**config.mk**
```make
export PLATFORM = sky130hd
export DESIGN_NAME = turn_sequencer
export DESIGN_NICKNAME = d
export VERILOG_FILES = /design/src/rtl/turn_sequencer.sv
export SDC_FILE = /design/constraint.sdc
export NUM_CORES = 1
export LEC_CHECK = 0
export CAP_MARGIN = 20
export CORE_MARGIN = 4
export CORE_UTILIZATION = 55
export DETAILED_ROUTE_END_ITERATION = 7
export HOLD_SLACK_MARGIN = 0.03
export PLACE_DENSITY = 0.78
export SYNTH_ARGS = -nofsm -noshare
export SYNTH_HDL_FRONTEND = slang
export SYNTH_SLANG_ARGS = --single-unit
```
**constraint.sdc**
```tcl
create_clock -name clk -period 6.6 [get_ports clk]
set_input_delay 1.32 -clock clk [delete_from_list [all_inputs] [get_ports clk]]
set_output_delay 1.32 -clock clk [all_outputs]
set_load 0.005 [all_outputs]
```
**src/rtl/turn_sequencer.sv**
```systemverilog
// Two-player turn controller: routes the active player's aim buttons to pos_aim,
// flies a Bresenham projectile on fire, scores the hit or miss and then passes the turn.
module turn_sequencer #(
    parameter int unsigned STEP_DIV = 4,
    parameter int unsigned TOP_Y    = 31
) (
    input  logic       clk,
    input  logic       reset,
    input  logic [4:0] p0_btn,
    input  logic [4:0] p1_btn,
    input  logic [4:0] x_pos,
    input  logic [4:0] run,
    input  logic [4:0] rise,
    input  logic       dir,
    input  logic [4:0] target_x,
    output logic       left_x,
    output logic       right_x,
    output logic       left_aim,
    output logic       right_aim,
    output logic       turn,
    output logic       shot_active,
    output logic [4:0] shot_x,
    output logic [4:0] shot_y,
    output logic       hit,
    output logic       miss,
    output logic [3:0] score0,
    output logic [3:0] score1
);

    typedef enum logic [1:0] {
        S_AIM    = 2'd0,
        S_FLY    = 2'd1,
        S_RESULT = 2'd2
    } state_t;

    localparam int unsigned CNT_W = (STEP_DIV > 1) ? $clog2(STEP_DIV) : 1;
    localparam logic [CNT_W-1:0] CNT_LAST = CNT_W'(STEP_DIV - 1);

    state_t           state_q;
    logic             turn_q;
    logic [1:0]       fire_prev_q;
    logic [4:0]       run_q;
    logic [4:0]       rise_q;
    logic             dir_q;
    logic [5:0]       err_q;
    logic [CNT_W-1:0] cnt_q;
    logic [4:0]       shot_x_q;
    logic [4:0]       shot_y_q;
    logic             hit_q;
    logic             miss_q;
    logic [3:0]       score0_q;
    logic [3:0]       score1_q;

    logic [4:0] act_btn;
    logic       fire_edge;
    logic [5:0] err_acc;
    logic [5:0] err_d;
    logic       x_move;
    logic       y_move;
    logic       wall;
    logic [4:0] shot_x_d;
    logic [5:0] y_sum;
    logic [4:0] shot_y_d;
    logic       at_top;
    logic       step_hit;

    assign act_btn   = turn_q ? p1_btn : p0_btn;
    assign fire_edge = act_btn[4] & ~fire_prev_q[turn_q];

    // Aim buttons pass straight through so pos_aim reacts in the same cycle.
    assign {right_aim, left_aim, right_x, left_x} = (state_q == S_AIM) ? act_btn[3:0] : 4'b0000;

    // NOTE: every signal driven here gets a default first so no latch is inferred.
    always_comb begin
        x_move  = 1'b0;
        y_move  = 1'b0;
        err_acc = 6'd0;
        err_d   = err_q;
        if (rise_q >= run_q) begin
            y_move  = 1'b1;
            err_acc = err_q + {1'b0, run_q};
            if (err_acc >= {1'b0, rise_q}) begin
                err_d  = err_acc - {1'b0, rise_q};
                x_move = 1'b1;
            end else begin
                err_d = err_acc;
            end
        end else begin
            x_move  = 1'b1;
            err_acc = err_q + {1'b0, rise_q};
            if (err_acc >= {1'b0, run_q}) begin
                err_d  = err_acc - {1'b0, run_q};
                y_move = 1'b1;
            end else begin
                err_d = err_acc;
            end
        end
        // A move off either edge of the field ends the flight without moving.
        wall     = x_move & (dir_q ? (shot_x_q == 5'd31) : (shot_x_q == 5'd0));
        shot_x_d = x_move ? (dir_q ? shot_x_q + 5'd1 : shot_x_q - 5'd1) : shot_x_q;
        y_sum    = {1'b0, shot_y_q} + {5'd0, y_move};
        shot_y_d = y_sum[4:0];
        at_top   = (y_sum == 6'(TOP_Y));
        step_hit = (shot_x_d == target_x);
    end

    // NOTE: sequential state uses non-blocking assignments and an asynchronous active-low reset.
    always_ff @(posedge clk or negedge reset) begin
        if (!reset) begin
            state_q     <= S_AIM;
            turn_q      <= 1'b0;
            fire_prev_q <= 2'b00;
            run_q       <= 5'd0;
            rise_q      <= 5'd0;
            dir_q       <= 1'b0;
            err_q       <= 6'd0;
            cnt_q       <= '0;
            shot_x_q    <= 5'd0;
            shot_y_q    <= 5'd0;
            hit_q       <= 1'b0;
            miss_q      <= 1'b0;
            score0_q    <= 4'd0;
            score1_q    <= 4'd0;
        end else begin
            fire_prev_q <= {p1_btn[4], p0_btn[4]};
            hit_q       <= 1'b0;
            miss_q      <= 1'b0;
            case (state_q)
                S_AIM: begin
                    if (fire_edge) begin
                        run_q    <= run;
                        rise_q   <= ((run == 5'd0) && (rise == 5'd0)) ? 5'd1 : rise;
                        dir_q    <= dir;
                        shot_x_q <= x_pos;
                        shot_y_q <= 5'd0;
                        err_q    <= 6'd0;
                        cnt_q    <= '0;
                        state_q  <= S_FLY;
                    end
                end
                S_FLY: begin
                    if (cnt_q == CNT_LAST) begin
                        cnt_q <= '0;
                        if (wall) begin
                            miss_q  <= 1'b1;
                            state_q <= S_RESULT;
                        end else begin
                            shot_x_q <= shot_x_d;
                            shot_y_q <= shot_y_d;
                            err_q    <= err_d;
                            if (at_top) begin
                                hit_q   <= step_hit;
                                miss_q  <= ~step_hit;
                                state_q <= S_RESULT;
                            end
                        end
                    end else begin
                        cnt_q <= cnt_q + 1'b1;
                    end
                end
                S_RESULT: begin
                    if (hit_q) begin
                        if (turn_q) begin
                            if (score1_q != 4'hF) score1_q <= score1_q + 4'd1;
                        end else begin
                            if (score0_q != 4'hF) score0_q <= score0_q + 4'd1;
                        end
                    end
                    turn_q  <= ~turn_q;
                    state_q <= S_AIM;
                end
                default: state_q <= S_AIM;
            endcase
        end
    end

    assign turn        = turn_q;
    assign shot_active = (state_q == S_FLY);
    assign shot_x      = shot_x_q;
    assign shot_y      = shot_y_q;
    assign hit         = hit_q;
    assign miss        = miss_q;
    assign score0      = score0_q;
    assign score1      = score1_q;

endmodule

```
**Cell classes on the final placement**

Drawn at 4 px/µm. Fill, decap, tap and diode cells in grey.
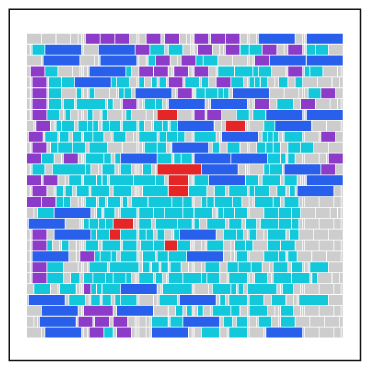
Key: clock drivers and dummy loads = red [cells 8, share of their area 2.8%]; remaining buffers and delay cells = purple [cells 60, share of their area 15%]; remaining logic cells = cyan [cells 292, share of their area 56%]; registers = blue [cells 44, share of their area 27%]

**Track usage over the die**

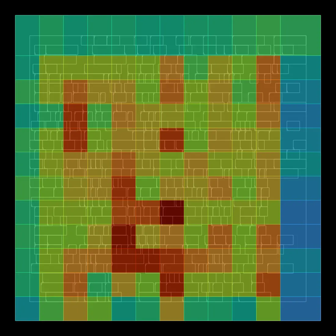
met2 Track Usage GR: 37.3%
busiest grt layer: met2

**Drive-strength map**

Drawn at 4 px/µm.
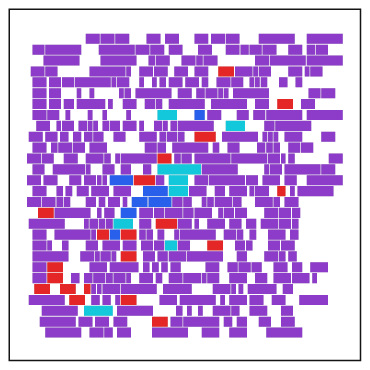
Key: x1 and smaller = purple [cells 369]; x2 = red [cells 20]; x6 and larger = cyan [cells 8]; x3 and x4 = blue [cells 7]

**Metal 3**

Drawn at 6 px/µm.
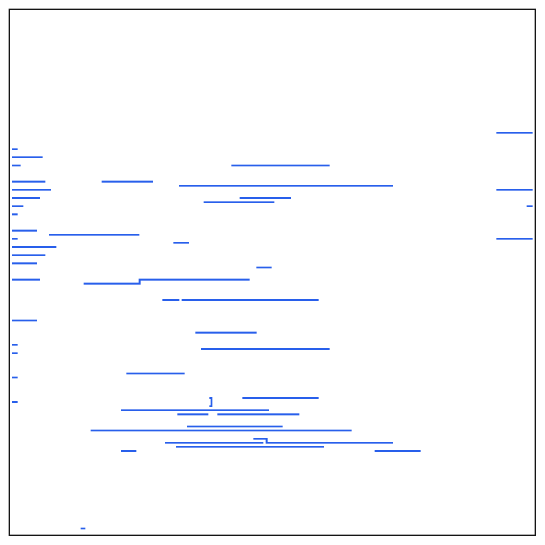
44 nets have wire on it. The layer carries 457 µm of wire. The wires run mostly horizontal. The longest straight run is 43.2 µm.

**Gate-type map**

Drawn at 4 px/µm.
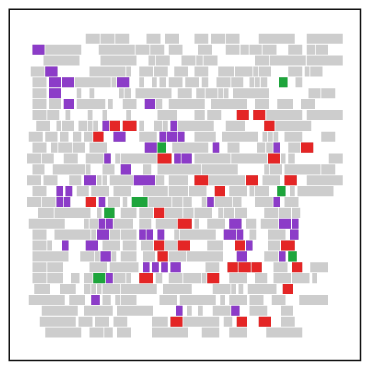
Key: non-inverting ao/oa cells = red [cells 31]; and/or cells = green [cells 7]; aoi and oai cells = purple [cells 56]

==> results.py <==
# Metrics from the implementation run
metrics = {
    "place": {
        "placed_area_mm2": 0.00409,
        "routabilityCongestion": 0.851,
        "place_inst": 469,
        "port_buffers": 58,
    },
    "drt": {
        "wl_met2_mm": 3.88,
        "drc_errors": 0,
        "drt-initial-drc-count": 80,
        "dr.pass1.iters": 4,
        "route.vias.total": 2850,
        "routed_wl_mm": 8.20,
        "top_layer": "met4",
        "wl_per_cell_um": 17.1,
        "wl_met3_um": 456,
        "wl_met1_mm": 3.76,
    },
    "cells_and_area": {
        "buffers": 60,
        "final_area_mm2": 0.00423,
        "drive_gt1_share_pct": 8.66,
        "comb_area_mm2": 0.00223,
        "non_clock_inverter_count": 23,
        "final_cells": 479,
        "insertedDiodeCount": 0,
        "clockBufferCount": 5,
        "seq_cells": 44,
        "nFillCells": 489,
        "areaGrowthSynthToFinish_pct": 21.9,
        "seq_share_pct": 26.0,
        "largest_class": "multi-input combinational cells",
        "clk_share_pct": 2.72,
        "layout.area.seq_mm2": 0.00110,
        "buf_share_pct": 14.3,
        "nets": 474,
        "comb_share_pct": 52.7,
    },
    "global_routing": {
        "grt_use_met3_pct": 4.64,
        "grt_pass1_vias": 2916,
        "grt_pass1_wl_mm": 14.0,
        "antenna_found_initial": 0,
        "overflow": 0,
        "met1_usage_pct": 31.4,
        "grt_usage_pct": 23.0,
    },
    "setup_path": {
        "worstSetupPathDepth": 16,
        "r2r_cells": 16,
        "path_delay_family": "adder cells",
        "crit_type": "flip-flop to flip-flop",
        "crit_chain": "ha_1 > fa_1 > fa_1 > a21o_1 > a21oi_1 > o2bb2ai_1 > nand2b_1 > or2_2 > ha_1 > nand2_1 > xnor2_1 > nand2_1 > o21ai_0 > nand4_1 > a21boi_0 > o21ai_0",
        "cp_num_buf_inv": 0,
        "r2r_end": "state_q[0]",
        "worstSetupStartpointType": "flip-flop",
        "critPathMaxStageDelay_ns": 0.52,
        "cp_data_arrival_time_ns": 4.28,
        "end_kind": "flip-flop",
        "r2r-start": "rise_q[0]",
        "critical_path_required_ns": 6.74,
        "slowest_stage": "fa_1",
    },
    "synth": {
        "edf_count": 0,
        "synth_top_area_share_pct": 31.7,
        "syn_area_per_cell_um2": 10.1,
        "yosysWarnings": 0,
        "synthTopCellsByCount": "dfrtp_1 (44), ha_1 (33), inv_1 (23), nand2_1 (20), xnor2_1 (19)",
        "area_leaders": "dfrtp_1 (32%), ha_1 (12%), mux2i_1 (4.9%), xnor2_1 (4.8%), mux2_2 (4.2%)",
        "synthDistinctLibCells": 58,
        "yosysCellCount": 345,
        "syn-cell-area_mm2": 0.00347,
        "top_area_cell": "dfrtp_1",
        "yosys-stat-area_mm2": 0.00347,
        "syn_inst": 345,
        "ys_seq_elements": 44,
        "ff_type": "dfrtp_1",
        "async_flop_share_pct": 100,
        "ys_seq_share_pct": 31.7,
    },
    "timing": {
        "rsz0062_at_grt": "false",
        "skew_ns": 0.00957,
        "slew_headroom_pct": 41.8,
        "worst_slew_pin_slew_ns": 0.873,
        "fin_crit_sh_pct": 62.7,
        "fin_crit_ns": 4.14,
        "setup_viol": 0,
        "hold_violations": 0,
    },
    "clock_tree": {
        "cts_num_sinks": 44,
        "clk_transition_reported_paths_ns": 0.09,
        "ctsHoldBuffers": 0,
        "cts_setup_buffers": 0,
        "clock_path_buffers": 2,
        "cts_tree": "done",
        "clk_latency_ns": 0.30,
        "cts_root_buf": "clkbuf_8",
        "numCtsBuffers": 5,
    },
    "floorplan": {
        "chipWidth_um": 87.4,
        "fp.dieH_um": 87.4,
        "fp-utilization_pct": 57.6,
        "rows": 28,
        "num_io_pins": 59,
        "die-area_mm2": 0.00765,
        "tap_cells": 75,
    },
    "status": {
        "status": "complete, no violations",
    },
    "run": {
        "max_cap_violations": 0,
        "warning_count": 26,
    },
    "worst_hold_path": {
        "worst_hold_startpoint": "cnt_q[0]",
        "hold_class": "flip-flop to flip-flop",
    },
}
worst min path at each step:
stage	slack [ns]	cells after the start	end
2_1_floorplan	0.46	1	cnt_q[0]
3_3_place_gp	0.48	1	cnt_q[0]
3_5_place_dp	0.49	1	cnt_q[0]
4_1_cts	0.51	1	cnt_q[0]
5_1_grt	0.53	1	cnt_q[0]
6_report	0.50	1	cnt_q[0]
per-stage QoR:
step / utilization (%) / setup slack [ns]
floorplan: - / 2.92
global placement: 67.8 / 2.66
detailed placement: 67.8 / 2.51
CTS: 69.7 / 2.49
global route: 70.2 / 2.05
finish: 70.2 / 2.46
logic make-up after synthesis:
group / after synthesis / share of synthesized area (%)
xor+xnor: 30 / 7.97
simple gates: 84 / 14.3
mux: 30 / 9.12
buf+inv: 32 / 4.00
compound gates: 87 / 18.1
fa+ha+maj: 38 / 14.8
flops: 44 / 31.7
state kept, by name, indices dropped and copies added (netlist names), 4 cells and up:
signal  cells
err_q       6
rise_q      5
run_q       5
score0      4
score1      4
shot_x      5
shot_y      5
layout by cell type, fill, tap and decap left out, drive strengths merged, types with 3 or more instances in the layout:
master,netlist,routed
o2bb2ai,7,7
mux2,13,13
a21oi,18,18
nand3,9,9
inv,23,24
nor3,7,7
o21ai,13,13
mux2i,17,17
nor2b,4,4
nor4b,3,3
a31oi,3,3
xnor2,19,19
dfrtp,44,44
nor4,4,4
o21a,3,3
buf,5,3
nand2b,8,8
nand4,4,4
a21o,11,11
nand2,20,20
clkdlybuf4s50,0,57
xor2,10,10
fa,5,5
nor3b,3,3
a22o,10,10
clkbuf,4,5
nor2,14,14
ha,33,33
